Figure 1. Gate-type map.
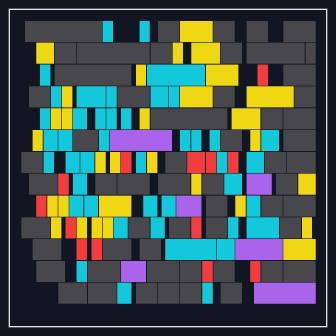
Figure 2. Clock wires, drivers and flops.
The bar under the picture is 10 µm long.
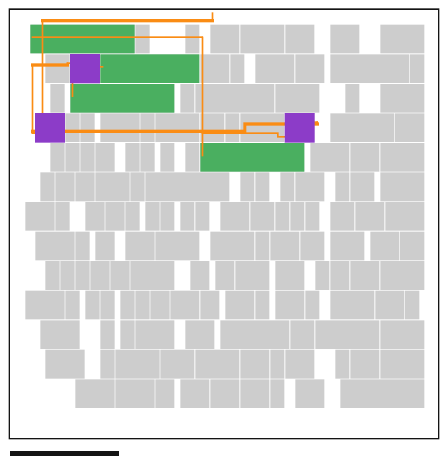
==> config.mk <==
export PLATFORM = sky130hd
export DESIGN_NAME = mips_multicycle_controller
export DESIGN_NICKNAME = d
export VERILOG_FILES = /design/src/rtl/mips_pkg.sv /design/src/rtl/mc_output_decode.sv /design/src/rtl/mips_multicycle_controller.sv
export SDC_FILE = /design/constraint.sdc
export NUM_CORES = 1
export LEC_CHECK = 0
export ABC_AREA = 1
export CAP_MARGIN = 20
export CORE_UTILIZATION = 39
export CTS_CLUSTER_SIZE = 40
export DETAILED_ROUTE_END_ITERATION = 16
export PLACE_DENSITY_LB_ADDON = 0.25
export SYNTH_ARGS = -nofsm -noshare
export SYNTH_HDL_FRONTEND = slang
export SYNTH_SLANG_ARGS = --single-unit
==> constraint.sdc <==
create_clock -name clk -period 1.6 [get_ports clk]
set_clock_uncertainty 0.2 [all_clocks]
set_input_delay 0.24 -clock clk [delete_from_list [all_inputs] [get_ports clk]]
set_output_delay 0.24 -clock clk [all_outputs]
set_load 0.03 [all_outputs]
==> summary.txt <==
yosys + openroad results -> mux share=0%, failing checks=negative setup slack, placer congestion estimate=0.816, HPWL after detailed placement=1450 µm, met1 Usage GRT=28.5%, top cells, area=dfrtp_1 18%, nand2_1 18%, nor2_1 15%, hold slack=255 ps, tool warnings=29, final net count=160, CTS max path bufs=2, VDD IR max=0.000955 V, final setup vio count=19, overflow left after global routing=0, Global Route Usage Sum=29.7%, grt peak-use layer=met2, core area=1300 µm², clk sinks=4, vias=921, ANT cells=0, reg2reg setup slack=-50 ps, sequential area share after synthesis=18.3%, pre-CTS setup slack=-93.9 ps, Chip Width=39.4 µm, worst path arrival time=1490 ps, post-route minimum period=1930 ps, final worst setup slack=-334 ps, Comb gate area=513 µm², Hold Fails Final Rpt=0, die height=39.4 µm, ys cells=101, area share of the largest cell type after synthesis=18.3%, status=complete, but fails checks, GRT met3 Usage=10.2%, PortBufs=24
Notes on Figure 1 above:
- nand cells: cyan (cells 43)
- aoi and oai cells: purple (cells 6)
- inv cells: red (cells 13)
- nor cells: yellow (cells 30)
Comb/total area: 44.9%
Finished Layout Cells: 164
most numerous logic cell after layout: buf_4

Notes on Figure 2 above:
- flip-flops: green (count 4)
- clock wires: orange (length 106 µm)
- clock drivers: purple (count 3)
- routed clock nets: 4
Clock Latency Late Sink: 250 ps
clk pwr: 0.135 mW
clock group share of total power: 8.1%

==> final cells by class <==
type | instances | share of cell area (%)
multi-input cells | 81 | 44.9
clock buffers | 3 | 1.97
inverters | 13 | 4.49
repair buffers | 48 | 38.0
well taps | 15 | 1.64
flip-flops and latches | 4 | 9.08
==> worst max-delay path, cell delays in order (launching register included) <==
cell and delay, ps:
dfrtp_2 470, inv_2 90, nor2_4 180, nand2_2 130, a31oi_4 220, buf_6 150
==> power breakdown <==
| group | switching, mW | internal, mW |
|---|---|---|
| registers | 0.0736 | 0.144 |
| clock network | 0.0506 | 0.0845 |
| logic | 0.727 | 0.578 |
| total | 0.851 | 0.806 |
==> synthesized netlist by cell type <==
| master | n |
|---|---|
| conb_1 | 1 |
| nor2_2 | 2 |
| inv_2 | 3 |
| nor2_4 | 3 |
| buf_4 | 2 |
| dfrtp_1 | 4 |
| nand3_2 | 1 |
| clkbuf_1 | 1 |
| and2_4 | 1 |
| nand3_1 | 15 |
| nor2_1 | 22 |
| a31oi_1 | 2 |
| inv_1 | 10 |
| o21ai_0 | 1 |
| nand2_2 | 1 |
| a21oi_1 | 3 |
| nand2_1 | 26 |
| nor3_1 | 3 |
==> logic make-up (layout without fill, tap and decap cells) <==
logic type,after synthesis,count (layout)
buf+inv,16,64
compound gates,6,6
simple gates,74,74
flops,4,4
other cells,1,1
==> metrics by stage <==
step	instance area (µm²)	util (%)	instances	total power, mW	setup TNS (ps)
floorplan	621	-	101	0.757	-600
global placement	948	72.9	154	1.10	-134
detailed placement	948	72.9	154	1.12	-372
CTS	1040	80.3	159	1.36	-2480
global route	1140	87.9	164	1.73	-4660
finish	1140	87.9	164	1.66	-3830
==> timing repair <==
action	CTS	global route
buffers inserted	2	5
pin swaps	2	5
resized	20	11
endpoints found under the setup margin	16	18
Power is estimated from default activity; no workload was simulated.
